Figure 1. Sizing map.
Scale bar: 50 um.
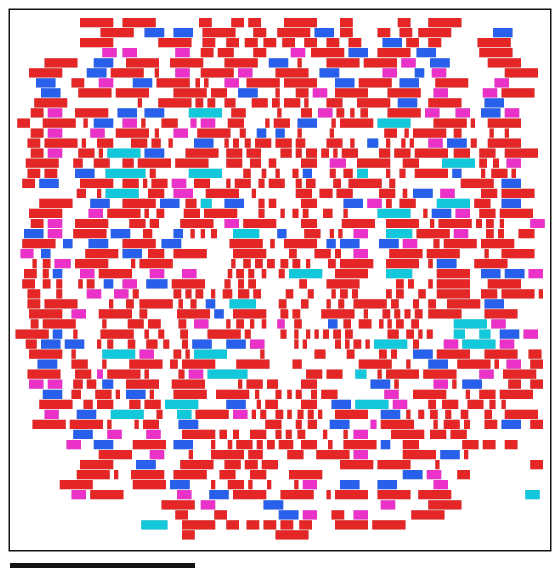
Figure 2. Sequential cells coloured by netlist name.
Scale bar: 50 um. Other sequential cells in the stronger grey, the rest of the logic in the fainter grey.
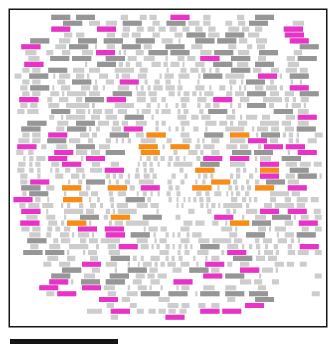
### config.mk
export PLATFORM = sky130hd
export DESIGN_NAME = pwm_multi
export DESIGN_NICKNAME = d
export VERILOG_FILES = /design/src/rtl/pwm_pkg.sv /design/src/rtl/pwm_channel.sv /design/src/rtl/pwm_multi.sv
export SDC_FILE = /design/constraint.sdc
export NUM_CORES = 1
export LEC_CHECK = 0
export ABC_CLOCK_PERIOD_IN_PS = 4030
export CELL_PAD_IN_SITES_DETAIL_PLACEMENT = 1
export CELL_PAD_IN_SITES_GLOBAL_PLACEMENT = 2
export CORE_UTILIZATION = 45
export CTS_CLUSTER_SIZE = 14
export DETAILED_ROUTE_END_ITERATION = 6
export PLACE_DENSITY_LB_ADDON = 0.3
export SLEW_MARGIN = 5
export SYNTH_ARGS = -nofsm -noshare
export SYNTH_HDL_FRONTEND = slang
export SYNTH_SLANG_ARGS = --single-unit
### constraint.sdc
create_clock -name clk_i -period 4.03 [get_ports clk_i]
set_clock_uncertainty 0.05 [all_clocks]
set_input_delay 0.403 -clock clk_i [delete_from_list [all_inputs] [get_ports clk_i]]
set_output_delay 0.403 -clock clk_i [all_outputs]
set_load 0.02 [all_outputs]
### src/rtl/pwm_pkg.sv
`default_nettype none
// ============================================================================
// Module   : pwm_pkg
// Purpose  : Shared constants and types for the pwm_multi block:
//            register address map, CTRL bit positions and the counting
//            direction enum used by center-aligned mode.
// Revision : 1.0 - initial release
// ============================================================================
package pwm_pkg;

  // Register address map (write-only interface)
  localparam int PWM_ADDR_CTRL = 0;
  localparam int PWM_ADDR_TOP  = 1;
  localparam int PWM_ADDR_CNT  = 2;
  localparam int PWM_ADDR_CMP0 = 3;   // CMP[i] lives at PWM_ADDR_CMP0 + i

  // CTRL register bit positions
  localparam int PWM_CTRL_EN_BIT     = 0;
  localparam int PWM_CTRL_CENTER_BIT = 1;

  // Counting direction (only meaningful in center-aligned mode)
  typedef enum logic {
    DIR_UP   = 1'b0,
    DIR_DOWN = 1'b1
  } pwm_dir_e;

endpackage
`default_nettype wire

### src/rtl/pwm_channel.sv
`default_nettype none
// ============================================================================
// Module   : pwm_channel
// Purpose  : One PWM compare channel: double-buffered compare register
//            (shadow + active) and the output comparator.
// Ports    : clk_i     - clock
//            rst_ni    - asynchronous active-low reset
//            wr_i      - write strobe for this channel's compare shadow
//            wdata_i   - write data
//            load_i    - shadow->active copy strobe (boundary or disabled)
//            en_i      - global enable; output forced low when 0
//            cnt_i     - shared period counter value
//            out_o     - PWM output (cnt < active compare)
// Revision : 1.0 - initial release
// ============================================================================
module pwm_channel #(
  parameter int WIDTH = 16
) (
  input  logic             clk_i,
  input  logic             rst_ni,
  input  logic             wr_i,
  input  logic [WIDTH-1:0] wdata_i,
  input  logic             load_i,
  input  logic             en_i,
  input  logic [WIDTH-1:0] cnt_i,
  output logic             out_o
);

  logic [WIDTH-1:0] cmp_sh_q,  cmp_sh_d;
  logic [WIDTH-1:0] cmp_act_q, cmp_act_d;

  // A write coinciding with a load bypasses the shadow so the new value
  // is not lost for a whole period.
  always_comb begin
    cmp_sh_d  = wr_i ? wdata_i : cmp_sh_q;
    cmp_act_d = cmp_act_q;
    if (load_i) begin
      cmp_act_d = wr_i ? wdata_i : cmp_sh_q;
    end
  end

  always_ff @(posedge clk_i or negedge rst_ni) begin
    if (!rst_ni) begin
      cmp_sh_q  <= '0;
      cmp_act_q <= '0;
    end else begin
      cmp_sh_q  <= cmp_sh_d;
      cmp_act_q <= cmp_act_d;
    end
  end

  // cmp=0 gives constant low; cmp>top gives constant high.
  assign out_o = en_i && (cnt_i < cmp_act_q);

endmodule
`default_nettype wire

### src/rtl/pwm_multi.sv
`default_nettype none
// ============================================================================
// Module   : pwm_multi
// Purpose  : Multi-channel PWM generator with one shared period counter,
//            CHANNELS compare outputs and a write-only register interface.
//            TOP and CMP writes are double-buffered and take effect at a
//            period boundary (or on the next edge while disabled).
// Config   : PWM_CENTER_ALIGN_EN - when defined, CTRL bit1 (CENTER) and the
//            direction flop exist and center-aligned counting is available.
//            When undefined the block is edge-aligned only.
// Ports    : clk_i    - clock, all state on rising edge
//            rst_ni   - asynchronous active-low reset
//            we_i     - register write strobe
//            addr_i   - register address (0 CTRL, 1 TOP, 2 CNT, 3+i CMP[i])
//            wdata_i  - write data
//            cnt_o    - current counter value
//            top_o    - active TOP
//            wrap_o   - one-cycle pulse on period boundary
//            out_o    - PWM outputs
// Revision : 1.0 - initial release
// ============================================================================
module pwm_multi
  import pwm_pkg::*;
#(
  parameter int WIDTH    = 16,
  parameter int CHANNELS = 4,                     // 1..16
  parameter int AW       = $clog2(CHANNELS + 3)
) (
  input  logic                clk_i,
  input  logic                rst_ni,
  input  logic                we_i,
  input  logic [AW-1:0]       addr_i,
  input  logic [WIDTH-1:0]    wdata_i,
  output logic [WIDTH-1:0]    cnt_o,
  output logic [WIDTH-1:0]    top_o,
  output logic                wrap_o,
  output logic [CHANNELS-1:0] out_o
);

  localparam logic [WIDTH-1:0] ONE = WIDTH'(1);

  // --------------------------------------------------------------------------
  // Register decode
  // --------------------------------------------------------------------------
  logic w_wr_ctrl, w_wr_top, w_wr_cnt;

  assign w_wr_ctrl = we_i && (addr_i == AW'(PWM_ADDR_CTRL));
  assign w_wr_top  = we_i && (addr_i == AW'(PWM_ADDR_TOP));
  assign w_wr_cnt  = we_i && (addr_i == AW'(PWM_ADDR_CNT));

  // --------------------------------------------------------------------------
  // State
  // --------------------------------------------------------------------------
  logic             en_q,      en_d;
  logic [WIDTH-1:0] cnt_q,     cnt_d;
  logic [WIDTH-1:0] top_sh_q,  top_sh_d;
  logic [WIDTH-1:0] top_act_q, top_act_d;

  logic w_center;     // center-aligned mode selected
  logic w_dir_down;   // counter currently counting down
  logic w_wrap;       // period boundary this cycle
  logic w_boundary;   // boundary that is allowed to copy shadows
  logic w_load;       // shadow->active copy strobe

`ifdef PWM_CENTER_ALIGN_EN
  logic     center_q, center_d;
  pwm_dir_e dir_q,    dir_d;

  assign w_center   = center_q;
  assign w_dir_down = (dir_q == DIR_DOWN);

  assign center_d = w_wr_ctrl ? wdata_i[PWM_CTRL_CENTER_BIT] : center_q;

  always_comb begin
    dir_d = dir_q;
    if (w_wr_cnt) begin
      // A load above TOP can only come back into range by counting down.
      if (center_q && (wdata_i > top_act_q)) begin
        dir_d = DIR_DOWN;
      end
    end else if (en_q && center_q) begin
      if (top_act_q == '0) begin
        dir_d = DIR_UP;
      end else if ((dir_q == DIR_UP) && (cnt_q >= top_act_q)) begin
        dir_d = DIR_DOWN;
      end else if ((dir_q == DIR_DOWN) && (cnt_q == '0)) begin
        dir_d = DIR_UP;
      end
    end
  end

  always_ff @(posedge clk_i or negedge rst_ni) begin
    if (!rst_ni) begin
      center_q <= 1'b0;
      dir_q    <= DIR_UP;
    end else begin
      center_q <= center_d;
      dir_q    <= dir_d;
    end
  end
`else
  assign w_center   = 1'b0;
  assign w_dir_down = 1'b0;
`endif

  // --------------------------------------------------------------------------
  // Boundary detection (flops only, no input-to-output path)
  // --------------------------------------------------------------------------
  assign w_wrap = en_q && ((top_act_q == '0) ||
                           (!w_center && (cnt_q >= top_act_q)) ||
                           (w_center && w_dir_down && (cnt_q == '0)));

  // A CNT write overrides counting, so it also suppresses the shadow copy.
  assign w_boundary = w_wrap && !w_wr_cnt;
  assign w_load     = !en_q || w_boundary;

  // --------------------------------------------------------------------------
  // Next-state logic
  // --------------------------------------------------------------------------
  always_comb begin
    en_d      = w_wr_ctrl ? wdata_i[PWM_CTRL_EN_BIT] : en_q;
    top_sh_d  = w_wr_top ? wdata_i : top_sh_q;
    top_act_d = top_act_q;
    if (w_load) begin
      top_act_d = w_wr_top ? wdata_i : top_sh_q;
    end

    cnt_d = cnt_q;
    if (w_wr_cnt) begin
      cnt_d = wdata_i;
    end else if (en_q) begin
      if (top_act_q == '0) begin
        cnt_d = '0;
      end else if (!w_center) begin
        cnt_d = (cnt_q >= top_act_q) ? '0 : cnt_q + ONE;
      end else if (!w_dir_down) begin
        // Turn around at TOP without repeating it: next value is TOP-1.
        cnt_d = (cnt_q >= top_act_q) ? top_act_q - ONE : cnt_q + ONE;
      end else begin
        cnt_d = (cnt_q == '0) ? ONE : cnt_q - ONE;
      end
    end
  end

  always_ff @(posedge clk_i or negedge rst_ni) begin
    if (!rst_ni) begin
      en_q      <= 1'b0;
      cnt_q     <= '0;
      top_sh_q  <= '0;
      top_act_q <= '0;
    end else begin
      en_q      <= en_d;
      cnt_q     <= cnt_d;
      top_sh_q  <= top_sh_d;
      top_act_q <= top_act_d;
    end
  end

  // --------------------------------------------------------------------------
  // Channels
  // --------------------------------------------------------------------------
  for (genvar gi = 0; gi < CHANNELS; gi++) begin : g_ch
    logic w_wr_cmp;
    assign w_wr_cmp = we_i && (addr_i == AW'(PWM_ADDR_CMP0 + gi));

    pwm_channel #(
      .WIDTH (WIDTH)
    ) u_ch (
      .clk_i   (clk_i),
      .rst_ni  (rst_ni),
      .wr_i    (w_wr_cmp),
      .wdata_i (wdata_i),
      .load_i  (w_load),
      .en_i    (en_q),
      .cnt_i   (cnt_q),
      .out_o   (out_o[gi])
    );
  end

  assign cnt_o  = cnt_q;
  assign top_o  = top_act_q;
  assign wrap_o = w_wrap;

endmodule
`default_nettype wire

==> impl_metrics.yaml <==
# yosys + openroad results
final_timing:
  tns_ns: 0
  hold_viol: 9
  period_needed_ns: 3.87
  period_used_share: 0.960
  setup_viol: 0
  relSlewSlack: 0.122
  tightest_slew_ns: 1.31
  max_freq_ghz: 0.258
  slew_viol_final: 0
  holdWs_ns: -0.0101
  rsz0062_at_grt: "no"
worst_setup_path:
  reg2reg_depth: 9
  r2r-start: "cnt_o[11]"
  cp_top_family: "flip-flops"
  crit_buf_inv: 1
  critPathLaunchType: "register"
  crit_type: "register to output pin"
  crit_chain: "ha_1, a21oi_1, nor3_1, nor4_1, nand3_1, a2111oi_0, clkdlybuf4s50_1"
  critPathMaxStageDelay_ns: 0.75
  worstSetupEndpointType: "output pin"
  crit_end: "out_o[1]"
  startpoint: "cnt_o[4]"
  crit_cells: 7
  cp_data_required_time_ns: 3.58
  rrSetupSlack_ns: 0.55
  cp.arrival_ns: 3.42
  critPathMaxFanout: 11
  reg2reg_to: "top_o[3]"
  crit_path_top_delay_cell: "dfrtp_1"
pwr:
  switchingPower_mw: 3.67
  power_density_mw_per_mm2: 867
  p_int_mw: 5.77
  power.group.top: "combinational cells"
  power_clock_mw: 1.67
  comb_power_share: 0.497
  ir_drop_v: 0.000351
  switching_share: 0.389
  pwr-share-seq: 0.326
  p_leak_nw: 5.23
  finalPower_mw: 9.44
  p_comb_mw: 4.70
  power_frac_clock: 0.176
  pg_seq_mw: 3.08
yosys:
  yosysTopAreaCell: "dfrtp_1"
  ys_sh_aoi: 0.0643
  edf_count: 0
  fp_nets: 853
  topCombFamilyByArea: "multiplexers"
  xor_area_frac: 0
  synthCells: 754
  yosysChipArea_mm2: 0.00936
  synth.area.top_cells: "dfrtp_1, mux2_4, ha_1"
  ys_ff: 177
  ys.flop_type: "dfrtp_1"
  synthDistinctLibCells: 45
  ys_seq_share: 0.473
  yosys-top-cells-count: "dfrtp_1, mux2_2, mux2_4, ha_1, inv_1"
  yosysWarnings: 0
  simple_gate_share: 0.0809
  synthArstFlopShare: 1.00
  mux_area_frac: 0.227
  ys_sh_adder: 0.103
  ys_cells: 754
  yosysMostFrequentCell: "dfrtp_1"
  netlist_area_mm2: 0.00936
  syn_area_per_cell_um2: 12.4
  synth_top_area_share: 0.473
finish:
  layout-drive-gt1-share: 0.264
  diodes: 0
  nNetsFinal: 920
  layout_top_cell: "dfrtp_1"
  fillers: 2114
  final_cell_mix: "dfrtp_1, mux2_2, mux2_4, inv_1, ha_1"
  largestRegisters: "g_ch.u_ch.cmp_act_q (64), g_ch.u_ch.cmp_sh_q (64)"
drt:
  drc: 0
  via_count: 6092
  wl_um: 24600
  viasPerCell: 5.52
  wl_per_cell_um: 22.3
  wl_met2_um: 12300
  ant_nets: 0
  highest_layer: "met4"
  dr.pass1.iters: 5
  wl_met3_um: 663
  first_iter_violations: 328
  wl_met1_um: 11200
clock_tree:
  hold_buffers: 0
  post_cts_resized: 0
  cts.clk_slew.worst_paths_ns: 0.07
  h-tree-depth: 4
  clk_path_buf_depth: 2
  cts_tree: "done"
  clock_latency_ns: 0.44
  cts_buffers: 17
  clk_root_buffer_cell: "clkbuf_16"
  numClockSinks: 177
  cts_setup_buffers: 0
global_routing:
  grt_util_met1: 0.323
  track_usage: 0.245
  met2_usage: 0.418
  antenna_found_initial: 0
  grt_pass1_wl_um: 39500
  grt_pass1_vias: 6816
  grt_use_met3: 0.0350
  overflow: 0
  top_usage_layer: "met2"
  grt_max_degree: 88
outcome:
  status: "finished, violations left"
  failed_checks: "hold timing"
floorplanning:
  core_mm2: 0.0203
  fp_util: 0.461
  die_y_um: 146
  pin_count: 59
  num_rows: 52
  chipArea_mm2: 0.0214
  die_w_um: 146
placed_design:
  gp_congestion: 0.780
  portBuffers: 58
  dp_hpwl_um: 17800
job:
  drv_cap: 0
  warning_count: 26
hold_path:
  hp-class: "input port to async pin"
## Picture notes: Figure 1
size	colour	cells	share
_6 and larger	cyan	31	3.7%
_0 and _1 cells	red	613	74%
_3 and _4 cells	blue	100	12%
_2 cells	magenta	89	11%
Repair and plain buffers: 79
final instance area: 0.0109 mm2
PnR worst setup slack: 0.161 ns
Area growth, synth to finish: 16.3%

## Picture notes: Figure 2
netlist name	colour	flops
`g_ch.u_ch.cmp_sh_q`	magenta	64
`cnt_o`	orange	16
not coloured	97
flop share of the area: 0.407
Flop area: 0.00443 mm2

-- stage by stage --
step | hold WS, ns | cell area (um2) | setup slack [ns] | util | instances
5_1_grt | 0.0475 | 10900 | 0.00318 | 0.536 | 1103
6_report | -0.0101 | 10900 | 0.161 | 0.536 | 1103
3_5_place_dp | 0.435 | 10300 | 0.494 | 0.508 | 1072
4_1_cts | 0.0247 | 10900 | 0.0250 | 0.536 | 1103
2_1_floorplan | 0.0574 | 9360 | 1.34 | - | 754
3_3_place_gp | 0.427 | 10300 | 0.583 | 0.508 | 1072
-- layout make-up --
cell class	instances	area (um2)	area share
Tap cell	270	338	0.0310
Multi-Input combinational cell	469	4450	0.409
Inverter	77	289	0.0265
Sequential cell	177	4430	0.407
Clock inverter	14	155	0.0143
Timing Repair Buffer	79	802	0.0737
Clock buffer	17	425	0.0391
Power and IR drop assume default switching activity.
